==> run_1/logic_types.png <==
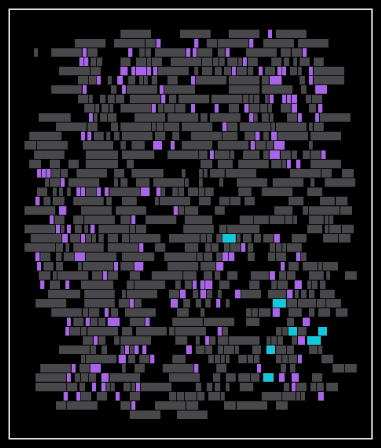
==> run_1/metal_density.png <==
The die is cut into 21 by 25 equal tiles; white is low, dark blue is high, scaled to the fullest tile. Values are wire area over tile area, all layers added.
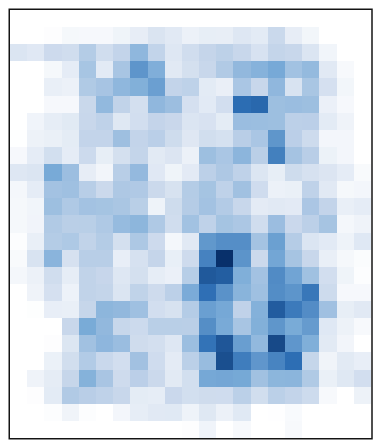
==> run_1/detail.png <==
Scale bar: 5 um. Region (43, 78) to (63, 98) um. Cells in gray, sequential cells in the stronger gray; small squares are vias.
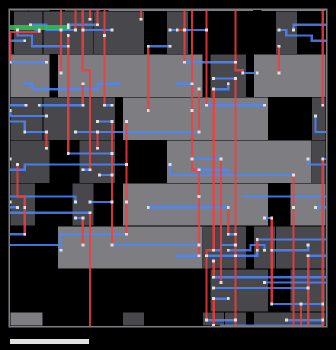
**config.mk**
```make
export PLATFORM = sky130hd
export DESIGN_NAME = key_tuning_ctrl
export DESIGN_NICKNAME = d
export VERILOG_FILES = /design/src/rtl/key_tuning_ctrl.sv
export SDC_FILE = /design/constraint.sdc
export NUM_CORES = 1
export LEC_CHECK = 0
export CAP_MARGIN = 20
export CORE_ASPECT_RATIO = 1.2
export CORE_MARGIN = 4
export CORE_UTILIZATION = 55
export DETAILED_ROUTE_END_ITERATION = 12
export HOLD_SLACK_MARGIN = 0.02
export PLACE_DENSITY = 0.73
export RECOVER_POWER = 25
export SLEW_MARGIN = 10
export SYNTH_ARGS = -nofsm -noshare
export SYNTH_HDL_FRONTEND = slang
export SYNTH_SLANG_ARGS = --single-unit
```
**constraint.sdc**
```tcl
create_clock -name clk -period 7.8 [get_ports clk]
set_input_delay 1.17 -clock clk [delete_from_list [all_inputs] [get_ports clk]]
set_output_delay 1.17 -clock clk [all_outputs]
set_load 0.03 [all_outputs]
```
**src/rtl/key_tuning_ctrl.sv**
```systemverilog
// Debounced push-button controller producing the DDS frequency tuning word.
// Keys step the word up/down with auto-repeat on hold and min/max saturation.
module key_tuning_ctrl #(
  parameter int WORD_W          = 12,
  parameter int DEFAULT_WORD    = 8,
  parameter int MIN_WORD        = 4,
  parameter int MAX_WORD        = 4092,
  parameter int BASE_STEP       = 4,
  parameter int DEBOUNCE_CYCLES = 250000,
  parameter int HOLD_CYCLES     = 25000000,
  parameter int REPEAT_CYCLES   = 5000000
) (
  input  logic              clk,
  input  logic              reset,
  input  logic              freq_add,
  input  logic              freq_dec,
  input  logic              step_sel,
  output logic [WORD_W-1:0] freq_word,
  output logic [1:0]        step_idx,
  output logic              word_changed,
  output logic              at_limit
);

  localparam int AW    = WORD_W + 2;
  localparam int DB_W  = $clog2(DEBOUNCE_CYCLES + 1);
  localparam int CNT_W = $clog2(((HOLD_CYCLES > REPEAT_CYCLES) ? HOLD_CYCLES : REPEAT_CYCLES) + 1);

  typedef enum logic [1:0] {IDLE = 2'd0, HOLD = 2'd1, REPEAT = 2'd2} state_t;

  function automatic logic is_limit(input logic [WORD_W-1:0] w);
    return (w == WORD_W'(MIN_WORD)) || (w == WORD_W'(MAX_WORD));
  endfunction

  // Key index 0 = add, 1 = dec, 2 = step select; all active-low.
  logic [2:0]      keys_s;
  logic [2:0]      sync1_q, sync2_q, db_q, press_q;
  logic [DB_W-1:0] db_cnt_q [3];

  state_t              state_q;
  logic                dir_q;
  logic [CNT_W-1:0]    hold_cnt_q;
  logic [WORD_W-1:0]   freq_word_q;
  logic [1:0]          step_idx_q;
  logic                word_changed_q;
  logic                at_limit_q;

  logic [AW-1:0]       step_s;
  logic [WORD_W-1:0]   word_up_s, word_dn_s, word_d;
  logic                step_dir_s, abort_s;

  assign keys_s = {step_sel, freq_dec, freq_add};

  // Synchronize each key and accept a level only after it has been stable long enough.
  always_ff @(posedge clk or negedge reset) begin
    if (!reset) begin
      sync1_q <= 3'b111;
      sync2_q <= 3'b111;
      db_q    <= 3'b111;
      press_q <= 3'b000;
      for (int k = 0; k < 3; k++) db_cnt_q[k] <= '0;
    end else begin
      sync1_q <= keys_s;
      sync2_q <= sync1_q;
      for (int k = 0; k < 3; k++) begin
        press_q[k] <= 1'b0;
        if (sync2_q[k] != db_q[k]) begin
          if (db_cnt_q[k] == DB_W'(DEBOUNCE_CYCLES - 1)) begin
            db_q[k]     <= sync2_q[k];
            db_cnt_q[k] <= '0;
            press_q[k]  <= ~sync2_q[k];
          end else begin
            db_cnt_q[k] <= db_cnt_q[k] + DB_W'(1);
          end
        end else begin
          db_cnt_q[k] <= '0;
        end
      end
    end
  end

  // Candidate next words in both directions, computed two bits wider so nothing wraps.
  always_comb begin
    step_s = AW'(BASE_STEP) << {step_idx_q, 1'b0};
    if (({2'b00, freq_word_q} + step_s) > AW'(MAX_WORD)) begin
      word_up_s = WORD_W'(MAX_WORD);
    end else begin
      word_up_s = WORD_W'({2'b00, freq_word_q} + step_s);
    end
    if ({2'b00, freq_word_q} < (AW'(MIN_WORD) + step_s)) begin
      word_dn_s = WORD_W'(MIN_WORD);
    end else begin
      word_dn_s = WORD_W'({2'b00, freq_word_q} - step_s);
    end
    step_dir_s = (state_q == IDLE) ? press_q[0] : dir_q;
    word_d     = step_dir_s ? word_up_s : word_dn_s;
    abort_s    = dir_q ? (db_q[0] | ~db_q[1]) : (db_q[1] | ~db_q[0]);
  end

  // Press/hold/repeat FSM together with the registered outputs it drives.
  always_ff @(posedge clk or negedge reset) begin
    if (!reset) begin
      state_q        <= IDLE;
      dir_q          <= 1'b0;
      hold_cnt_q     <= '0;
      freq_word_q    <= WORD_W'(DEFAULT_WORD);
      step_idx_q     <= 2'd0;
      word_changed_q <= 1'b0;
      at_limit_q     <= is_limit(WORD_W'(DEFAULT_WORD));
    end else begin
      word_changed_q <= 1'b0;
      if (press_q[2]) begin
        step_idx_q <= step_idx_q + 2'd1;
      end else begin
        step_idx_q <= step_idx_q;
      end
      case (state_q)
        IDLE: begin
          hold_cnt_q <= '0;
          if (press_q[0] ^ press_q[1]) begin
            dir_q          <= press_q[0];
            freq_word_q    <= word_d;
            word_changed_q <= (word_d != freq_word_q);
            at_limit_q     <= is_limit(word_d);
            state_q        <= HOLD;
          end else begin
            state_q <= IDLE;
          end
        end
        HOLD, REPEAT: begin
          if (abort_s) begin
            state_q    <= IDLE;
            hold_cnt_q <= '0;
          end else if (((state_q == HOLD) && (hold_cnt_q == CNT_W'(HOLD_CYCLES - 1))) ||
                       ((state_q == REPEAT) && (hold_cnt_q == CNT_W'(REPEAT_CYCLES - 1)))) begin
            freq_word_q    <= word_d;
            word_changed_q <= (word_d != freq_word_q);
            at_limit_q     <= is_limit(word_d);
            hold_cnt_q     <= '0;
            state_q        <= REPEAT;
          end else begin
            hold_cnt_q <= hold_cnt_q + CNT_W'(1);
          end
        end
        default: begin
          state_q    <= IDLE;
          hold_cnt_q <= '0;
        end
      endcase
    end
  end

  assign freq_word    = freq_word_q;
  assign step_idx     = step_idx_q;
  assign word_changed = word_changed_q;
  assign at_limit     = at_limit_q;

endmodule

```
==> impl_metrics.json, run 1 <==
{
  "fa_ha_area_share_pct": 4.36,
  "met3WireLength_um": 486,
  "cts_buffer_depth": 2,
  "pwr-share-clk_pct": 41.2,
  "end_kind": "register",
  "path_max_fanout": 13,
  "design_area_um2": 6820,
  "regMostFlops": "db_cnt_q",
  "flops": 110,
  "crit_path_end": "word_changed",
  "pwr-share-comb_pct": 2.2,
  "final_nets": 698,
  "worst-path-buf-inv": 2,
  "largest_class": "logic gates",
  "hold_path_class": "reg -> reg",
  "relSlewSlack_pct": -60.1,
  "wl_met1_um": 5800,
  "leakage_nw": 2.88,
  "ys_seq_share_pct": 43.8,
  "max_freq_mhz": 265,
  "first_pass_iters": 5,
  "finalSetupViolCount": 0,
  "synth-seq-cells": 110,
  "power_leader": "registers",
  "fp_util_pct": 56.6,
  "tightest_slew_ps": 2400,
  "grtUsageMet2_pct": 32.7,
  "switching_share_pct": 21.3,
  "switching_power_uw": 218,
  "r2r_end": "word_changed",
  "startpoint_type": "register",
  "status": "finished with violations",
  "ys_sh_aoi_pct": 9.84,
  "pg_comb_uw": 22.5,
  "viasPerCell": 5.73,
  "max-cap-violations": 1,
  "pg_clk_uw": 423,
  "synth_warnings": 0,
  "top_cells_by_area": "dfrtp_1, xor2_1, nor2_1, xnor2_1, ha_1",
  "post-route-period-util_pct": 48.4,
  "p_total_mw": 1.03,
  "finalMaxSlewViolations": 47,
  "grt_pass1_vias": 4814,
  "dp_hpwl_um": 9020,
  "powerSeq_uw": 581,
  "logic_family": "simple AND/OR/NAND/NOR gates",
  "final_cell_mix": "nor2_1, dfrtp_1, nand2_1",
  "num-nonclk-inverters": 17,
  "cp.depth": 13,
  "fp.dieH_um": 125,
  "whs_ps": 357,
  "die_w_um": 106,
  "fillers": 973,
  "holdPathEnd": "sync2_q[0]",
  "placed_cells": 814,
  "top_cell": "nor2_1",
  "met1_usage_pct": 27.9,
  "edf_count": 0,
  "vias": 4757,
  "async_flop_share_pct": 100,
  "synth.top_cells.by_count": "nor2_1, dfrtp_1, nand2_1",
  "violations": "max-capacitance violations, max-slew violations",
  "cts_tree": "done",
  "cts_buffers": 9,
  "diodes": 0,
  "clk_pin_slew_ps": 70,
  "antenna_left": 0,
  "tns_ps": 0,
  "path_cells": "inv_1 > ha_1 > inv_1 > ha_1 > nand2_2 > or4_4 > o2111ai_2 > o311a_2 > o21ai_1 > nor3_1 > o2111ai_1 > nor4_1 > a311oi_1",
  "fin_crit_ps": 3780,
  "warnings": 36,
  "cts_sinks": 110,
  "syn_avg_cell_area_um2": 9.56,
  "comb.multi_input.count": 511
}
Notes on logic_types.png above:
- purple: NOR gates (cells 145; most used nor2_1; where widely spread)
- cyan: AND-OR and OR-AND gates (cells 7; where lower right)
logic share of the area: 48.7%
final non-filler cell total: 830
dominant logic cell type in the layout: nor2_1

Notes on metal_density.png above:
- mean over tiles: 0.15
- nearly empty tiles: 17%
- densest ninth of the die: center
- fullest tile: 0.68
- tiles over half the peak: 8.6%
Global Route Usage Sum: 20.5%
WL/cell: 15.4 um

Notes on detail.png above:
- blue: metal 1
- green: metal 3
- red: metal 2
- netlist names of flops here include: db_cnt_q (2), state_q (2)
- most frequent: nor2_1 (5), dfrtp_1 (5)
- sequential cells in the window: 5
- cells with their middle in the window: 22

==> run 2: changes to the inputs <==
- clock period: 7.8 -> 3.8 ns (I/O delays scaled with it)
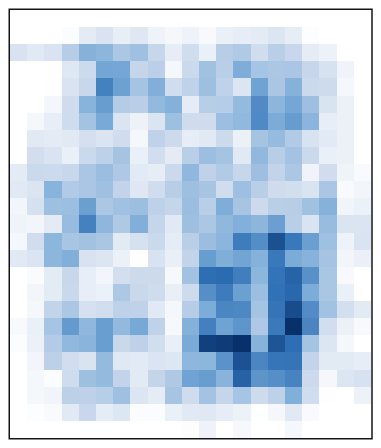
(run_2/metal_density.png)
The die is cut into 21 by 25 equal tiles; white is low, dark blue is high, scaled to the fullest tile. Values are wire area over tile area, all layers added.
- fullest tile: 0.63
- nearly empty tiles: 17%
- mean over tiles: 0.16
final wirelength: 13200 um
Global Route Usage Sum: 20.8%

==> run 2 against run 1 <==
Against the previous run: the run still ends with max-capacitance violations, max-slew violations left; sequential cell count unchanged; register-to-register slack got worse by 3700 ps; count of clock-buffer cells in the layout shrank 2; synthesized area did not move; via count is 0.63% higher; final cell count up 0.96%; combinational power increased by 100%; critical endpoint unchanged.
==> impl_metrics.json, run 2 <==
{
  "design_area_um2": 6970,
  "powerSeq_mw": 1.19,
  "fp.dieH_um": 125,
  "fin_crit_ps": 3480,
  "pwr-share-comb_pct": 2.0,
  "path_max_fanout": 8,
  "finalMaxSlewViolations": 44,
  "top_cell": "nor2_1",
  "grt_pass1_vias": 4754,
  "post-route-period-util_pct": 91.7,
  "fa_ha_area_share_pct": 4.36,
  "edf_count": 0,
  "first_pass_iters": 5,
  "warnings": 36,
  "num-nonclk-inverters": 17,
  "holdPathEnd": "sync2_q[0]",
  "tightest_slew_ps": 2180,
  "final_nets": 706,
  "max_freq_mhz": 287,
  "crit_path_end": "word_changed",
  "worst-path-buf-inv": 3,
  "cts_tree": "done",
  "layout_top_cell": "nor2_1",
  "tns_ps": 0,
  "logic_family": "simple AND/OR/NAND/NOR gates",
  "whs_ps": 358,
  "final_cell_mix": "nor2_1, dfrtp_1, nand2_1",
  "max-cap-violations": 1,
  "p_total_mw": 2.29,
  "fp_util_pct": 56.6,
  "fillers": 973,
  "synth-seq-cells": 110,
  "pg_comb_uw": 46.1,
  "relSlewSlack_pct": -45.5,
  "syn_avg_cell_area_um2": 9.56,
  "wl_per_cell_um": 15.8,
  "comb.multi_input.count": 511,
  "ys_seq_share_pct": 43.8,
  "cts_buffers": 9,
  "violations": "max-capacitance violations, max-slew violations",
  "finalSetupViolCount": 0,
  "dp_hpwl_um": 9420,
  "status": "finished with violations",
  "pg_clk_mw": 1.05,
  "cts_buffer_depth": 2
}
==> run 3: changes to the inputs <==
- ABC_AREA: default -> 0
- DONT_BUFFER_PORTS: default -> 1
- clock period: 3.8 -> 3 ns (I/O delays scaled with it)
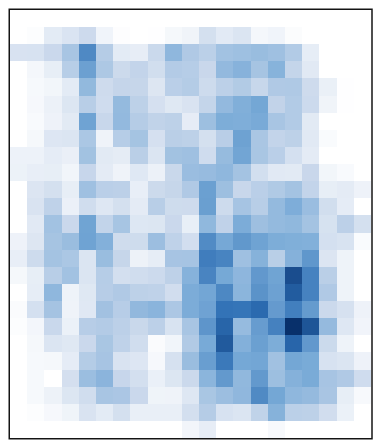
(run_3/metal_density.png)
The die is cut into 21 by 25 equal tiles; white is low, dark blue is high, scaled to the fullest tile. Values are wire area over tile area, all layers added.
- tiles over half the peak: 11%
- nearly empty tiles: 17%
- mean over tiles: 0.17
- fullest tile: 0.72
Global Route Usage Sum: 22.7%
routed vias: 4986
WL/cell: 16.1 um
final wirelength: 14200 um

==> run 3 against run 2 <==
Against the previous run: the flow finishes with violations (negative hold slack, negative setup slack); via count is 4.2% higher; synthesized cell count unchanged; sequential power grew 27%; combinational power fell by 41%; critical endpoint unchanged; highest routed layer unchanged.
==> impl_metrics.json, run 3 <==
{
  "cts_buffers": 9,
  "largest_area_cell": "dfrtp_1",
  "design_area_um2": 7530,
  "fp.dieH_um": 125,
  "post-route-period-util_pct": 102,
  "first_pass_iters": 4,
  "crit_path_end": "word_changed",
  "powerSeq_mw": 1.51,
  "syn_avg_cell_area_um2": 9.56,
  "global_route.overflow_total": 0,
  "max-cap-violations": 0,
  "nClkBuffers": 10,
  "setup_slack_ps": -56.8,
  "grt_pass1_vias": 5192,
  "layout_top_cell": "nor2_1",
  "clk_latency_ps": 350,
  "fin_crit_ps": 3060,
  "violations": "negative hold slack, negative setup slack",
  "relSlewSlack_pct": 62.9,
  "ys_seq_share_pct": 43.8,
  "logic_family": "simple AND/OR/NAND/NOR gates",
  "slowest_stage": "dfrtp_2",
  "ys_sh_xor_pct": 12.1,
  "pg_comb_uw": 27.0,
  "crit_family": "AND-OR/OR-AND gates",
  "fillers": 839,
  "tns_ps": -108,
  "finalHoldViolCount": 107,
  "worst-path-buf-inv": 4,
  "pg_clk_mw": 1.19,
  "whs_ps": -207,
  "gp_congestion": 1.01,
  "finalMaxSlewViolations": 0,
  "edf_count": 0,
  "sh_seq_area_pct": 36.8,
  "route.met2.wl_um": 6940,
  "final_nets": 753,
  "post_cts_buffers": 14,
  "warnings": 42,
  "tightest_slew_ps": 555,
  "buf_share_pct": 8.02,
  "drt_iter0_drc": 239,
  "yosys_area_um2": 6310,
  "comb.multi_input.count": 511,
  "max_freq_mhz": 327,
  "finalSetupViolCount": 2,
  "top_cell": "nor2_1",
  "grt.busiest_layer": "met2",
  "p_total_mw": 2.72,
  "fa_ha_area_share_pct": 4.36,
  "status": "finished with violations",
  "num-nonclk-inverters": 17,
  "diodes": 0,
  "seqCellArea_um2": 2770,
  "rsz0062_at_grt": "yes",
  "path_max_fanout": 4,
  "cts_buffer_depth": 2,
  "pwr-share-comb_pct": 1.0,
  "synth-seq-cells": 110,
  "synth_warnings": 0,
  "dp_hpwl_um": 9860,
  "cts_tree": "done",
  "fp_util_pct": 56.6
}
Power figures rest on the tool's default switching activity, not on a simulated workload.
